--- config.mk ---
export PLATFORM = sky130hd
export DESIGN_NAME = gerenciador_chamadas
export DESIGN_NICKNAME = d
export VERILOG_FILES = /design/src/rtl/gerenciador_chamadas.sv
export SDC_FILE = /design/constraint.sdc
export NUM_CORES = 1
export LEC_CHECK = 0
export ABC_AREA = 1
export CAP_MARGIN = 20
export CORE_ASPECT_RATIO = 0.9
export CORE_MARGIN = 2
export CORE_UTILIZATION = 55
export CTS_CLUSTER_DIAMETER = 50
export CTS_CLUSTER_SIZE = 30
export DETAILED_ROUTE_END_ITERATION = 10
export PLACE_DENSITY = 0.92
export SLEW_MARGIN = 20
export SYNTH_ARGS = -nofsm -noshare
export SYNTH_HDL_FRONTEND = slang
export SYNTH_SLANG_ARGS = --single-unit
export TNS_END_PERCENT = 50
--- constraint.sdc ---
create_clock -name clock_in -period 4.8 [get_ports clock_in]
set_input_delay 0.96 -clock clock_in [delete_from_list [all_inputs] [get_ports clock_in]]
set_output_delay 0.96 -clock clock_in [all_outputs]
set_load 0.01 [all_outputs]
--- src/rtl/gerenciador_chamadas.sv ---
// Call dispatcher for the 4-floor elevator: latches calls, picks the next floor with a SCAN policy
// and holds the door open for TEMPO_PORTA cycles per stop. Optional emergency recall: EMERGENCIA_EN.
module gerenciador_chamadas #(
  parameter int TEMPO_PORTA = 8
) (
  input  logic       clock_in,
  input  logic       reset_n,
  input  logic [3:0] botao_chamada,
  input  logic [1:0] andar,
  input  logic       parado,
  input  logic       subindo,
  input  logic       porta_fechada,
`ifdef EMERGENCIA_EN
  input  logic       emergencia,
`endif
  output logic [1:0] seletor_andar,
  output logic       pessoa_para_descer,
  output logic [3:0] chamadas_pendentes,
  output logic       ocupado
);

  // state      | meaning
  // OCIOSO     | idle, waiting for a call
  // DESLOCANDO | travelling towards seletor_andar
  // EMBARQUE   | stopped at a floor, door held open for the dwell time
  // FECHANDO   | dwell over, waiting for the door-closed sensor
  typedef enum logic [1:0] {OCIOSO, DESLOCANDO, EMBARQUE, FECHANDO} state_t;

  localparam int            TW     = $clog2(TEMPO_PORTA + 1);
  localparam logic [TW-1:0] T_LOAD = TW'(TEMPO_PORTA - 1);
  localparam logic [TW-1:0] T_ONE  = TW'(1);

  state_t        state_q, state_d;
  logic [3:0]    pend_q, pend_d;
  logic          dir_sobe_q, dir_sobe_d;
  logic [TW-1:0] timer_q, timer_d;
  logic [1:0]    sel_q, sel_d;
  logic          ppd_q, ppd_d;

  logic [3:0] onehot_andar, botao_m, pend_in, limpa;
  logic       up_ok, dn_ok, tgt_ok, tgt_dir, entrando;
  logic [1:0] up_tgt, dn_tgt, tgt;

  logic unused_subindo;
  assign unused_subindo = subindo;

`ifdef EMERGENCIA_EN
  logic emg_q;
`endif

  assign onehot_andar = 4'b0001 << andar;
  // A press at the current floor during boarding only extends the dwell; it is never latched.
  assign botao_m = botao_chamada & ~((state_q == EMBARQUE) ? onehot_andar : 4'b0000);
  assign pend_in = pend_q | botao_m;

  always_comb begin
    up_ok  = 1'b0;
    up_tgt = andar;
    dn_ok  = 1'b0;
    dn_tgt = andar;
    for (int i = 3; i >= 0; i--) begin
      if (2'(i) > andar && pend_in[2'(i)]) begin
        up_ok  = 1'b1;
        up_tgt = 2'(i);
      end
    end
    for (int i = 0; i < 4; i++) begin
      if (2'(i) < andar && pend_in[2'(i)]) begin
        dn_ok  = 1'b1;
        dn_tgt = 2'(i);
      end
    end
    tgt_ok  = 1'b0;
    tgt     = andar;
    tgt_dir = dir_sobe_q;
    if (dir_sobe_q) begin
      if (up_ok) begin
        tgt_ok = 1'b1; tgt = up_tgt; tgt_dir = 1'b1;
      end else if (dn_ok) begin
        tgt_ok = 1'b1; tgt = dn_tgt; tgt_dir = 1'b0;
      end
    end else begin
      if (dn_ok) begin
        tgt_ok = 1'b1; tgt = dn_tgt; tgt_dir = 1'b0;
      end else if (up_ok) begin
        tgt_ok = 1'b1; tgt = up_tgt; tgt_dir = 1'b1;
      end
    end
  end

  always_comb begin
    state_d    = state_q;
    sel_d      = sel_q;
    dir_sobe_d = dir_sobe_q;
    timer_d    = timer_q;
    case (state_q)
      OCIOSO: begin
        if (pend_in[andar]) begin
          state_d = EMBARQUE;
          sel_d   = andar;
        end else if (tgt_ok) begin
          state_d    = DESLOCANDO;
          sel_d      = tgt;
          dir_sobe_d = tgt_dir;
        end else begin
          sel_d = andar;
        end
      end
      DESLOCANDO: begin
        // Hold the selection once on the target floor so it is not re-targeted past it.
        if (andar == sel_q) begin
          if (parado) state_d = EMBARQUE;
        end else if (tgt_ok) begin
          sel_d      = tgt;
          dir_sobe_d = tgt_dir;
        end
      end
      EMBARQUE: begin
        if (botao_chamada[andar]) timer_d = T_LOAD;
        else if (timer_q == '0)   state_d = FECHANDO;
        else                      timer_d = timer_q - T_ONE;
`ifdef EMERGENCIA_EN
        if (emg_q && !emergencia) state_d = FECHANDO;
`endif
      end
      FECHANDO: begin
        sel_d = andar;
        if (porta_fechada) state_d = OCIOSO;
      end
      default: state_d = OCIOSO;
    endcase

`ifdef EMERGENCIA_EN
    if (emergencia) begin
      sel_d   = 2'b00;
      state_d = (andar == 2'b00 && parado) ? EMBARQUE : DESLOCANDO;
    end
`endif

    entrando = (state_d == EMBARQUE) && (state_q != EMBARQUE);
    limpa    = entrando ? onehot_andar : 4'b0000;
    if (entrando) timer_d = T_LOAD;
    pend_d = pend_in & ~limpa;
`ifdef EMERGENCIA_EN
    if (emergencia) pend_d = 4'b0000;
`endif
    ppd_d = (state_d == EMBARQUE);
  end

  always_ff @(posedge clock_in or negedge reset_n) begin
    if (!reset_n) begin
      state_q    <= OCIOSO;
      pend_q     <= 4'b0000;
      dir_sobe_q <= 1'b1;
      timer_q    <= '0;
      sel_q      <= 2'b00;
      ppd_q      <= 1'b0;
    end else begin
      state_q    <= state_d;
      pend_q     <= pend_d;
      dir_sobe_q <= dir_sobe_d;
      timer_q    <= timer_d;
      sel_q      <= sel_d;
      ppd_q      <= ppd_d;
    end
  end

`ifdef EMERGENCIA_EN
  always_ff @(posedge clock_in or negedge reset_n) begin
    if (!reset_n) emg_q <= 1'b0;
    else          emg_q <= emergencia;
  end
`endif

  assign seletor_andar      = sel_q;
  assign pessoa_para_descer = ppd_q;
  assign chamadas_pendentes = pend_q;
  assign ocupado            = (state_q != OCIOSO) || (pend_q != 4'b0000);

endmodule

==> COMMIT_EDITMSG, run 1 <==
Record implementation results from latest flow run

- Summed over all nets, the switching power comes to 0.324 mW.
* Number of optimization iterations in the first detailed-route pass: 4
- The clock network burns 11.3% of the power.
- Hold Startpoint: seletor_andar[1]
* Post-CTS Setup Repair Bufs: 0
- TritonCTS built the clock tree.
- Per the Yosys statistics, synthesis produced 147 cells.
- Maximum number of pins on one net before global-route repair: 14
- Measured on the final layout, buffering overhead outside the clock network stands at 13.1%.
* Sink Count: 13
- The report counts max-capacitance violations totalling 0.
- The region available for standard cell placement spans 0.00190 mm².
* Die outline area: 0.00238 mm²
- Critical path's most frequent cell: sky130_fd_sc_hd__inv_1
- Register-to-register path setup slack: 2.59 ns
* Average wire per cell in the routed design: 12.2 µm
- Averaged over all synthesized cells, the footprint is 7.51 µm².
- Required time at the worst-slack endpoint: 3.84 ns
* Kind of cell with the highest combined delay on the critical path: buffers and inverters
- Worst hold slack: 0.569 ns
- Clock slew at the register clock pins of the worst setup and hold paths: 0.10 ns
* Number of warnings in the stage logs: 30
* Portion of the clock cycle consumed by the worst path in the final layout: 59.6%
* Wire length reported by the detailed router: 2320 µm
* Die height: 46.5 µm
* Worst setup path startpoint: state_q[0]
- The power report lists the clock group at 0.0766 mW.
- Setup repair after global routing left no endpoint under its margin.
* FF-to-FF Start: state_q[0]
- The synthesized netlist contains 22 unique library cells.
- Number of buffers created by CTS: 3
- Across the whole layout, storage elements make up 25.1% of the cell area.
- Number of input and output port buffers inserted: 17
- The final power report lists total power as 0.676 mW.
- Top cells excl fill/tap: 33 x sky130_fd_sc_hd__nand2_1, 21 x sky130_fd_sc_hd__inv_1, 17 x sky130_fd_sc_hd__clkdlybuf4s50_1
- The number of global-route vias before repair came to 943.
* Post-Route Skew: 0.00815 ns
- Latest clock arrival within the worst-skew pair: 0.30 ns
- The final timing report counts setup violations totalling 0.
* Number of cells on the worst hold path: 2
* Most frequently placed logic cell in the final layout: sky130_fd_sc_hd__nand2_1
- Worst path setup slack after routing: 1.94 ns
- Kind of end point of the critical path: output port
- Area of placed instances: 0.00127 mm²
* Number of stages on the worst setup path: 6
- The highest clock rate this design can be run at is 0.350 GHz.
- In the detailed route, the total length drawn on met2 is 1160 µm.
- The tree is rooted in a sky130_fd_sc_hd__clkbuf_4.
- Slowest stage delay, CP: 0.48 ns
* List of cells traversed by the critical path: inv_1 > ha_1 > inv_1 > nor3_1 > nand3_1 > clkdlybuf4s50_1
- Period minus WS final: 2.86 ns
- Per the STA report, the cell with the highest stage delay on the worst path is sky130_fd_sc_hd__clkdlybuf4s50_1.
- The design received a total of 25 well taps at floorplan.
- In the per-layer breakdown of the detailed-route log, met1 shows 1010 µm.
* Post-route cell area: 0.00130 mm²
* HPWL after detailed placement: 1820 µm
- Critical path peak fanout: 4
* Sequential cell power: 0.183 mW
- DRC violation count after routing: 0
* Worst setup path endpoint: ocupado
* Worst Reg2Reg Path Length in Cells: 13
- At floorplan, the net count of the design was reported as 163.
* Total of fill cells in the finished design: 158
* Number of register bits inferred by synthesis: 13
- Per the final layout report, the fraction of cells sized above drive strength 1 comes to 21.2%.
- In the final report, the number of pins over their slew limit comes to 0.
- Clock tree buffers and inverters occupy 2.03% of the routed design's cell area.
- Final net count: 182
- Before CTS, the worst setup slack after placement is 1.75 ns.
- Remaining antenna violation count after routing: 0
- Top contributor to total power: combinational cells
* Post-synthesis sequential area ratio: 29.5%
- Counting every instance in the synthesized netlist gives 147.
- Across the whole layout, storage elements account for 325 µm².
- The Yosys step of the flow raised 0 warnings.
- Post-Syn Area: 0.00110 mm²
- The final timing report lists a hold violation count of 0.
- Vias: 991
* DRC violation total after the first TritonRoute iteration: 24
* Area figure in the yosys stat output: 0.00110 mm²
* Sw frac: 47.9%
- The critical path contains buffers and inverters numbering 3 combined.
- Internal power comes to 0.352 mW.
* Number of antenna violations at the first check in global routing: 0
* Final Non-Filler Cells: 190
- VDD IR-drop max: 0.376 mV
- Run status: complete, no violations
* Top class by area: combinational gates
[run 1: worst min-delay path, stage by stage, from the launching register on]
cell and delay (ns):
sky130_fd_sc_hd__dfrtp_1 0.42, sky130_fd_sc_hd__nand2_1 0.07, sky130_fd_sc_hd__nand2_1 0.06
[run 1: logic make-up after synthesis]
| group | synth area share, % |
|---|---|
| simple gates | 43.2 |
| buf+inv | 11.5 |
| flops | 29.5 |
| fa+ha+maj | 5.67 |
| compound gates | 7.94 |
| xor+xnor | 2.27 |
[run 1: metal layers]
layer  track usage (%)  vias to the layer above
met5                 0                        -
met4              12.1                        0
met3              3.90                        2
met2              41.3                       37
met1              25.7                      456
li1                  -                      496
[run 1: synthesized netlist by cell type]
cell type	count	area [µm²]
sky130_fd_sc_hd__dfrtp_1	13	325
sky130_fd_sc_hd__nand2_4	4	45.0
sky130_fd_sc_hd__o21ai_1	2	10.0
sky130_fd_sc_hd__inv_4	1	6.26
sky130_fd_sc_hd__inv_1	21	78.8
sky130_fd_sc_hd__inv_2	2	7.51
sky130_fd_sc_hd__xnor2_1	1	8.76
sky130_fd_sc_hd__nand3_2	6	60.1
sky130_fd_sc_hd__a21oi_1	5	25.0
sky130_fd_sc_hd__nor2_8	1	20.0
sky130_fd_sc_hd__nand2_2	11	68.8
sky130_fd_sc_hd__nor2_4	3	33.8
sky130_fd_sc_hd__nor2_1	6	22.5
sky130_fd_sc_hd__buf_6	3	33.8
sky130_fd_sc_hd__nand3_1	16	80.1
sky130_fd_sc_hd__o21ai_0	8	40.0
sky130_fd_sc_hd__ha_1	5	62.6
sky130_fd_sc_hd__nor2_2	2	12.5
sky130_fd_sc_hd__o211ai_2	1	12.5
sky130_fd_sc_hd__nor3_1	2	10.0
sky130_fd_sc_hd__xnor2_2	1	16.3
sky130_fd_sc_hd__nand2_1	33	124
### Track usage over the die, run 1

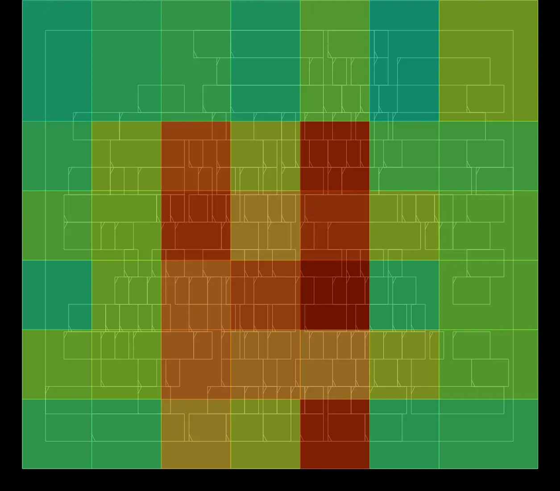
global-route layer with the greatest usage: met2
post-layout util: 68.4%
Tot GR Track Use: 22.6%
met1 Resource Use GR: 25.7%
GR met2 Demand/Resource: 41.3%

### Wiring by layer, run 1

Two of the layers only.
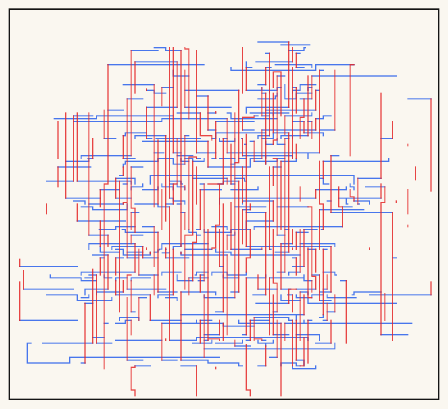
metal 2 -> red  # wire length 1,160 µm
metal 1 -> blue  # wire length 1,010 µm

### Close-up of the layout, run 1

Window x 26 to 51, y 0 to 25 µm. Cells in grey, sequential cells in the stronger grey; small squares are vias.
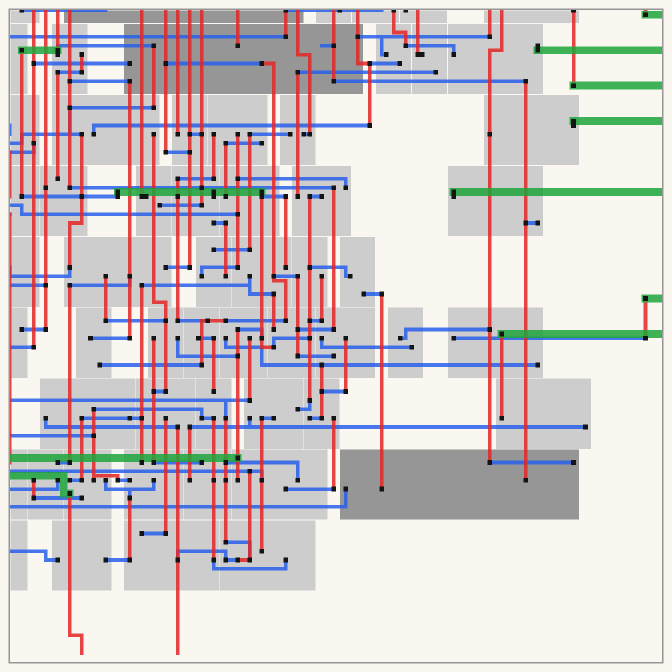
metal 1 -> blue
metal 3 -> green
metal 2 -> red
most frequent = nand2_1 (8), inv_1 (8), nand2_2 (7)
cells with their middle in the window = 44
netlist names of flops here include = chamadas_pendentes (2)
sequential cells in the window = 2

==> run 2, diff against run 1 <==
--- a/config.mk
+++ b/config.mk
@@ -9,11 +9,11 @@
 export CAP_MARGIN = 20
 export CORE_ASPECT_RATIO = 0.9
 export CORE_MARGIN = 2
-export CORE_UTILIZATION = 55
+export CORE_UTILIZATION = 47
 export CTS_CLUSTER_DIAMETER = 50
 export CTS_CLUSTER_SIZE = 30
 export DETAILED_ROUTE_END_ITERATION = 10
-export PLACE_DENSITY = 0.92
+export PLACE_DENSITY = 0.84
 export SLEW_MARGIN = 20
 export SYNTH_ARGS = -nofsm -noshare
 export SYNTH_HDL_FRONTEND = slang
==> constraint.sdc (replaced) <==
create_clock -name clock_in -period 2.5 [get_ports clock_in]
set_input_delay 0.5 -clock clock_in [delete_from_list [all_inputs] [get_ports clock_in]]
set_output_delay 0.5 -clock clock_in [all_outputs]
set_load 0.01 [all_outputs]
### Where the registers sit, run 2

Other sequential cells in the stronger grey, the rest of the logic in the fainter grey.
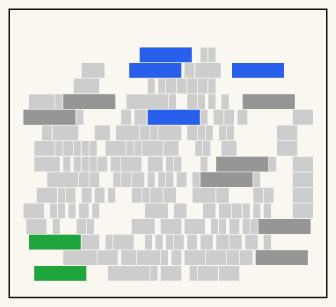
seletor_andar -> green  # placed flops 2
timer_q -> blue  # placed flops 4, where top middle
not coloured = 7

==> run 2 against run 1 <==
Synthesized cell count unchanged. Final area up 3.1%. Power up 91%. Flip-flop count unchanged. Synthesized area unchanged. Largest power group unchanged. Count of clock-buffer cells in the layout unchanged.
==> COMMIT_EDITMSG, run 2 <==
Record implementation results from latest flow run

* Clock tree from TritonCTS: done
- After clock tree synthesis, the flow added hold-fix buffers numbering 0.
* Xor/xnor share of the synthesized area: 2.27% (unchanged)
- Transition at the pin with the smallest max-transition slack: 0.624 ns
- Worst path setup slack after routing: 0.133 ns (-1.81 ns)
- Routed length on met2: 1110 µm (-4.3%)
- The count of input and output buffers was 17 (unchanged).
- The yosys-reported design area after synthesis was 0.00110 mm² (unchanged).
- Per the timing report, the most critical flop-to-flop path originates at state_q[0].
- Setup total negative slack on the finished layout was measured at 0 ns.
* Top area cells in the synthesized netlist: sky130_fd_sc_hd__dfrtp_1 29%, sky130_fd_sc_hd__nand2_1 11%, sky130_fd_sc_hd__nand3_1 7.3%
- The placed cell area is 0.00131 mm² (+3.0%).
- Leading cell type by number of instances after synthesis: sky130_fd_sc_hd__nand2_1
* Max Cap Viol: 0 (unchanged)
- The relative contribution of the clock network to total power came to 10.4% (-0.9 points).
- The global-route usage over all layers was 19.6% (-3.0 points).
- Largest family of logic cells by area: simple AND/OR/NAND/NOR gates
- The setup path with the least slack is of type register to output port.
* Required time at the worst-slack endpoint: 2.00 ns (-1.84 ns)
* Number of register bits inferred by synthesis: 13 (unchanged)
- The highest clock rate this design can be run at is 0.423 GHz.
* Sequential Power Share: 27.3%
- Critical Path AT: 1.87 ns
- The max-slew check reports its worst relative slack as 58.3%.
* Maximum number of pins on one net before global-route repair: 14 (unchanged)
* Classification of the worst-slack hold path: register to register
- Power in the clock group: 0.134 mW (+75%)
* Worst setup path startpoint: state_q[0]
* Global-route layer with the greatest usage: met2
* Portion of the clock cycle consumed by the worst path in the final layout: 94.7%
- Latest clock arrival within the worst-skew pair: 0.28 ns (-0.02 ns)
- The area fraction of the dominant cell type after synthesis came to 29.5% (unchanged).
* Share of layout cells above drive strength 1: 23.2% (+2.0 points)
- The largest driver fanout on the critical path was 4 (unchanged).
- Setup repair after global routing left no endpoint under its margin.
* Area Growth Syn to Fin: 21.2%
- Per report_power, the Combinational row totals 0.804 mW.
- Met1 Resource Use GR: 25.7% (+0.052 points)
* Post-synthesis cell type with the largest combined area: sky130_fd_sc_hd__dfrtp_1
- The final timing report derives a shortest allowable period of 2.37 ns.
- Max-slew violation total from the final report: 0 (unchanged)
- The number of nets in the synthesized netlist was 163 (unchanged).
- Total global routing overflow: 0
- Final setup fails: 0 (unchanged)
- In this run the static leakage power is 0.661 nW.
- In this run the clock root is driven by a sky130_fd_sc_hd__clkbuf_4.
- The count of mapped cells out of synthesis is 147 (unchanged).
- Post-synthesis share of cell area spent on full adders, half adders and majority gates: 5.67% (unchanged)
- Placement Setup Slack: 0.160 ns (-1.59 ns)
- The mux cell area share after synthesis came to 0% (unchanged).
- The number of detailed-routing iterations run before antenna repair came to 4 (unchanged).
- The sum of net half-perimeters after detailed placement is 1800 µm (-0.84%).
* Compound Share, Synth: 7.94% (unchanged)
- Kind of end point of the critical path: output port
- Number of warnings in the stage logs: 30 (unchanged)
* Register-to-register path setup slack: 0.34 ns (-2.25 ns)
* Final net count: 185 (+1.6%)
* Number of buffers created by CTS: 3 (unchanged)
- The clock sink count is 13 (unchanged).
- Run status: complete, no violations
- The number of vias after detailed routing came to 975 (-1.6%).
- Number of global-route vias before repair: 898 (-4.8%)
* Critical path launch point type: register
* Post-Syn Area: 0.00110 mm² (unchanged)
- The worst-case clock skew is 0.00341 ns (-0.00474 ns).
- Met3 Resource Use GR: 5.45% (+1.6 points)
- Top contributor to total power: combinational cells
- Cell count in the Yosys report: 147 (unchanged)
* Clock slew at the register clock pins of the worst setup and hold paths: 0.08 ns (-0.02 ns)
- The switching power as a share of total power was 47.0% (-0.91 points).
* Die height: 50.0 µm (+7.5%)
- According to the floorplan log, the row count is 16.
- Most frequently placed logic cell in the final layout: sky130_fd_sc_hd__nand2_1
- Top cells excl fill/tap: 33 x sky130_fd_sc_hd__nand2_1, 21 x sky130_fd_sc_hd__inv_1, 17 x sky130_fd_sc_hd__clkdlybuf4s50_1
- Internal portion of total power: 0.684 mW (+94%)
* Dominant Register Cell: sky130_fd_sc_hd__dfrtp_1
- Using the TritonRoute via totals, the vias-per-cell ratio works out to 5.00.
- Share of flip-flops with an asynchronous set or reset: 100% (unchanged)
- The post-synth tally of flip-flops with integrated enable came to 0 (unchanged).
* Hold Startpoint: seletor_andar[1]
- RePlAce ended its routability-driven mode at a weighted congestion of 0.815.
- Final Hold Violation Tally: 0 (unchanged)
* Remaining antenna violation count after routing: 0 (unchanged)
- The first global-routing pass estimated 3860 µm of wire.
* Avg Cell Area, Syn: 7.51 µm² (unchanged)
- Die outline area: 0.00275 mm² (+16%)
- According to the I/O placement log, the pin count is 19.
- Post-synthesis sequential area ratio: 29.5% (unchanged)
* Post-synth cell types: 22 (unchanged)
- GR met2 Demand/Resource: 31.7% (-9.6 points)
* DRC violation count after routing: 0 (unchanged)
- The reported net switching power came to 0.607 mW (+87%).
- Warning count from the yosys run: 0 (unchanged)
* Routed length on met1: 1060 µm (+5.4%)
* Area inside the core boundary: 0.00220 mm² (+16%)
* DRC violation total after the first TritonRoute iteration: 20 (-17%)
- The floorplan step set the die width to 55.1 µm.
- The initial antenna violation count is 0 (unchanged).
* Average wire per cell in the routed design: 11.8 µm (-3.6%)
- The total wire length is 2300 µm (-1.0%).
* Sequential cell power: 0.353 mW (+93%)
* Top cells by count, synth: 33 x sky130_fd_sc_hd__nand2_1, 21 x sky130_fd_sc_hd__inv_1, 16 x sky130_fd_sc_hd__nand3_1
- The simple-gate share of the synthesized area is 43.2% (unchanged).
* Post-route cell area: 0.00134 mm² (+3.1%)
- The share of total power dissipated in combinational logic is 62.3%.
- The maximum VDD drop was 0.638 mV (+70%).
run 2: cell counts after synthesis:
Identical to the previous run, type by type.
run 2: metrics by stage:
stage	power (mW)	hold WS (ns)	util [%]	cells
after floorplan	0.929	0.204	-	147
after global placement	1.13	0.540	59.4	191
after detailed placement	1.16	0.545	59.4	191
after CTS	1.29	0.570	60.6	195
after global routing	1.41	0.613	60.7	195
final	1.29	0.564	60.7	195
run 2: final timing paths:
| kind | end | depth (start not counted) |
|---|---|---|
| setup reg to reg | chamadas_pendentes[2] | 13 |
| max in group asynchronous | chamadas_pendentes[1] | 1 |
| min in group asynchronous | timer_q[2] | 1 |
| hold reg to reg | seletor_andar[1] | 2 |
| hold / removal | seletor_andar[1] | 2 |
| setup / recovery | ocupado | 6 |
run 2: kinds of logic after synthesis:
logic type      count (synthesis)
simple gates                   84
flops                          13
fa+ha+maj                       5
xor+xnor                        2
buf+inv                        27
compound gates                 16
run 2: worst max-delay path, stage by stage (launching register included):
cell	delay, ns
sky130_fd_sc_hd__dfrtp_1	0.41
sky130_fd_sc_hd__inv_1	0.14
sky130_fd_sc_hd__ha_2	0.25
sky130_fd_sc_hd__inv_1	0.09
sky130_fd_sc_hd__nor3_1	0.13
sky130_fd_sc_hd__nand3_1	0.09
sky130_fd_sc_hd__clkdlybuf4s50_1	0.48
run 2: layout make-up:
cell class	count	area (µm²)
Clock buffer	4	26.3
Fill cell	205	865
Inverter	24	92.6
Multi-Input combinational cell	107	654
Sequential cell	13	325
Tap cell	27	33.8
Timing Repair Buffer	20	205
run 2: what timing repair did:
| item | in CTS | in global routing |
|---|---|---|
| buffers inserted | 0 | 0 |
| endpoints found under the setup margin | 0 | 1 |
| endpoints found under the hold margin | 0 | 0 |
| gates resized | 0 | 1 |
==> run 3, diff against run 2 <==
--- a/config.mk
+++ b/config.mk
@@ -13,6 +13,7 @@
 export CTS_CLUSTER_DIAMETER = 50
 export CTS_CLUSTER_SIZE = 30
 export DETAILED_ROUTE_END_ITERATION = 10
+export MAX_ROUTING_LAYER = met4
 export PLACE_DENSITY = 0.84
 export SLEW_MARGIN = 20
 export SYNTH_ARGS = -nofsm -noshare
### Wiring by layer, run 3

Two of the layers only.
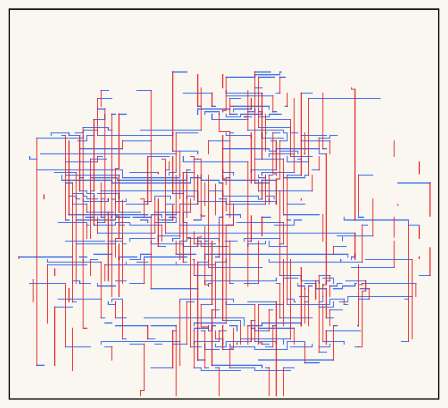
metal 1 -> blue  # wire length 1,060 µm
metal 2 -> red  # wire length 1,110 µm

==> run 3 against run 2 <==
Critical path depth is the same. Clock skew is the same. Largest power group unchanged. Final area is the same. Setup slack is the same. Cell count is the same. Synthesized cell count is the same. Power is the same. Combinational power is essentially flat. Critical path type unchanged.
==> COMMIT_EDITMSG, run 3 <==
Record implementation results from latest flow run

- The run finished with clean final reports.
- For the worst min-delay path, the startpoint reported by OpenROAD is seletor_andar[1].
- The count of endpoints failing setup in the final report came to 0 (unchanged).
* Total global routing overflow: 0 (unchanged)
- Worst setup path startpoint: state_q[0]
- The number of hold-repair buffers added at the cts stage is 0 (unchanged).
- The average instance area after synthesis is 7.51 µm² (unchanged).
* Number of input and output port buffers inserted: 17 (unchanged)
* Tot GR Track Use: 20.1% (+0.51 points)
- Setup repair after global routing left no endpoint under its margin.
- Classification of the worst-slack hold path: register to register
- The slew at the pin closest to its max-slew limit is 0.624 ns (unchanged).
- Clock slew at the register clock pins of the worst setup and hold paths: 0.08 ns (about the same)
- Worst path setup slack after routing: 0.133 ns (unchanged)
- The number of vias after detailed routing was 975 (unchanged).
- The total negative slack was 0 ns (unchanged).
* Remaining antenna violation count after routing: 0 (unchanged)
* Number of buffers created by CTS: 3 (unchanged)
- The number of DRC violations after detailed-routing iteration 0 came to 20 (unchanged).
- Post-layout util: 60.7% (unchanged)
* Diode insertion count for antenna repair: 0
* Critical path peak fanout: 4 (unchanged)
- Post-synth net total: 163 (unchanged)
* Post-Syn Area: 0.00110 mm² (unchanged)
- The maximum operating frequency is 0.423 GHz (unchanged).
- The relative max-transition margin came to 58.3% (unchanged).
- The worst slack after detailed placement came to 0.160 ns (unchanged).
* Area Growth Syn to Fin: 21.2% (unchanged)
* Number of global-route vias before repair: 898 (unchanged)
* Area occupied by registers: 325 µm² (unchanged)
- Critical path launch point type: register
* Number of warnings in the stage logs: 30 (unchanged)
- The share of the cycle needed by the critical path after routing was 94.7% (unchanged).
- sky130_fd_sc_hd__nand2_1 is the most common cell in the netlist.
- Looking at the clock tree report, the H-tree level count equals 1.
- Share of flip-flops with an asynchronous set or reset: 100% (unchanged)
* Post-synthesis cell type with the largest combined area: sky130_fd_sc_hd__dfrtp_1
- Top cells by count, synth: 33 x sky130_fd_sc_hd__nand2_1, 21 x sky130_fd_sc_hd__inv_1, 16 x sky130_fd_sc_hd__nand3_1
* Die outline area: 0.00275 mm² (unchanged)
- The area fraction of the dominant cell type after synthesis is 29.5% (unchanged).
- Max clock buf depth: 2
- Clock tree from TritonCTS: done
* HPWL after detailed placement: 1800 µm (unchanged)
- Cell total after placement: 191 (unchanged)
- Max Cap Viol: 0 (unchanged)
- Syn Inst Count: 147 (unchanged)
* Post-synthesis sequential area ratio: 29.5% (unchanged)
- The largest net degree at the start of global routing is 14 (unchanged).
- Share of layout cells above drive strength 1: 23.2% (unchanged)
* VDD IR-drop max: 0.638 mV (unchanged)
* Kind of end point of the critical path: output port
- The required arrival time at the worst endpoint is 2.00 ns (about the same).
- The synthesis report lists the most area-consuming cells as sky130_fd_sc_hd__dfrtp_1 29%, sky130_fd_sc_hd__nand2_1 11%, sky130_fd_sc_hd__nand3_1 7.3%.
- Pwr Density: 965 mW/mm²
* Area of placed instances: 0.00131 mm² (unchanged)
- Wire length of the first global-routing pass: 3860 µm (unchanged)
- FF-to-FF End: chamadas_pendentes[2]
- Sink Count: 13 (unchanged)
- The number of ports placed on the die boundary came to 19 (unchanged).
- Die boundary width: 55.1 µm (unchanged)
- The height of the die is 50.0 µm (unchanged).
- Post-Route Skew: 0.00341 ns (unchanged)
- Worst Reg2Reg Path Length in Cells: 13 (unchanged)
- The cell sitting at the root of the clock tree is a sky130_fd_sc_hd__clkbuf_4.
* FF-to-FF Start: state_q[0]
* Final net count: 185 (unchanged)
* Worst setup path endpoint: ocupado
- Average wire per cell in the routed design: 11.8 µm (unchanged)
* Register-to-register path setup slack: 0.34 ns (about the same)
- The static leakage power came to 0.661 nW (unchanged).
- Cell count in the Yosys report: 147 (unchanged)
- Wire length reported by the detailed router: 2300 µm (unchanged)
* Area inside the core boundary: 0.00220 mm² (unchanged)
- The number of detailed-routing iterations run before antenna repair is 4 (unchanged).
- The via density per instance came to 5.00 (unchanged).
- The worst hold slack after final layout came to 0.564 ns (unchanged).
- Max-slew violation total from the final report: 0 (unchanged)
- Final Non-Filler Cells: 195 (unchanged)
- Most frequently placed logic cell in the final layout: sky130_fd_sc_hd__nand2_1
* Latest clock arrival within the worst-skew pair: 0.28 ns (about the same)
- Total power: 1.29 mW (unchanged)
* Warning count from the yosys run: 0 (unchanged)
- The design area is 0.00134 mm² (unchanged).
* Total of fill cells in the finished design: 205 (unchanged)
- The initial utilization of the core area, before any placement, comes to 50.1%.
- The count of unresolved DRC violations after routing came to 0 (unchanged).
- The final critical path time including I/O delays and setup was 2.37 ns (unchanged).
* RD Place Congestion: 0.827 (+1.5%)
- The site row count was 16 (unchanged).
- The critical path is of the register to output port type.
- The post-synth tally of flip-flops with integrated enable is 0 (unchanged).
* Post-CTS Setup Repair Bufs: 0 (unchanged)
- Dominant Register Cell: sky130_fd_sc_hd__dfrtp_1
* Combinational gate area: 654 µm² (unchanged)
- Post-synth cell types: 22 (unchanged)
- Area figure in the yosys stat output: 0.00110 mm² (unchanged)
- Top cells excl fill/tap: 33 x sky130_fd_sc_hd__nand2_1, 21 x sky130_fd_sc_hd__inv_1, 17 x sky130_fd_sc_hd__clkdlybuf4s50_1
* Critical Path AT: 1.87 ns (about the same)
- Number of antenna violations at the first check in global routing: 0 (unchanged)
* Number of cells upsized or downsized after cts: 0 (unchanged)
- The number of flip-flops and latches in the synthesized netlist is 13 (unchanged).
- Final Hold Violation Tally: 0 (unchanged)
==> run 3: cell counts after synthesis <==
Identical to the previous run, type by type.
==> run 3: area by class of cell <==
| class | count | share of cell area (%) |
|---|---|---|
| Sequential cell | 13 | 24.3 |
| Timing Repair Buffer | 20 | 15.3 |
| Multi-Input combinational cell | 107 | 48.9 |
| Clock buffer | 4 | 1.96 |
| Inverter | 24 | 6.92 |
| Tap cell | 27 | 2.53 |
==> run 3: layer usage <==
| metal | part of all wire (%) | GRT usage, % |
|---|---|---|
| met5 | 0 | - |
| met4 | 0.96 | 3.66 |
| met3 | 4.4 | 5.45 |
| met2 | 48 | 31.7 |
| met1 | 46 | 25.7 |
==> run 3: worst min-delay path by stage <==
stage                                 end  slack, ns  cells past startpoint
detailed placement             timer_q[1]       0.55                      2
finish                   seletor_andar[1]       0.56                      2
floorplan           chamadas_pendentes[0]       0.20                      0
global route                   timer_q[3]       0.61                      2
CTS                            timer_q[1]       0.57                      2
global placement         seletor_andar[1]       0.54                      2
==> run 3: cell families after synthesis <==
| family | synth area share (%) |
|---|---|
| compound gates | 7.94 |
| flops | 29.5 |
| simple gates | 43.2 |
| xor+xnor | 2.27 |
| fa+ha+maj | 5.67 |
| buf+inv | 11.5 |
==> run 3: where the power goes <==
group	leakage, nW	internal (mW)	switching (mW)
registers	0.140	0.291	0.0620
logic	0.506	0.331	0.473
clock network	0.0150	0.0619	0.0718
==> run 3: critical path, cell delays in order, from the launching register on <==
cell	delay [ns]
sky130_fd_sc_hd__dfrtp_1	0.41
sky130_fd_sc_hd__inv_1	0.14
sky130_fd_sc_hd__ha_2	0.25
sky130_fd_sc_hd__inv_1	0.09
sky130_fd_sc_hd__nor3_1	0.13
sky130_fd_sc_hd__nand3_1	0.09
sky130_fd_sc_hd__clkdlybuf4s50_1	0.48
No activity file was given, so power comes from the tool's default toggle rates.
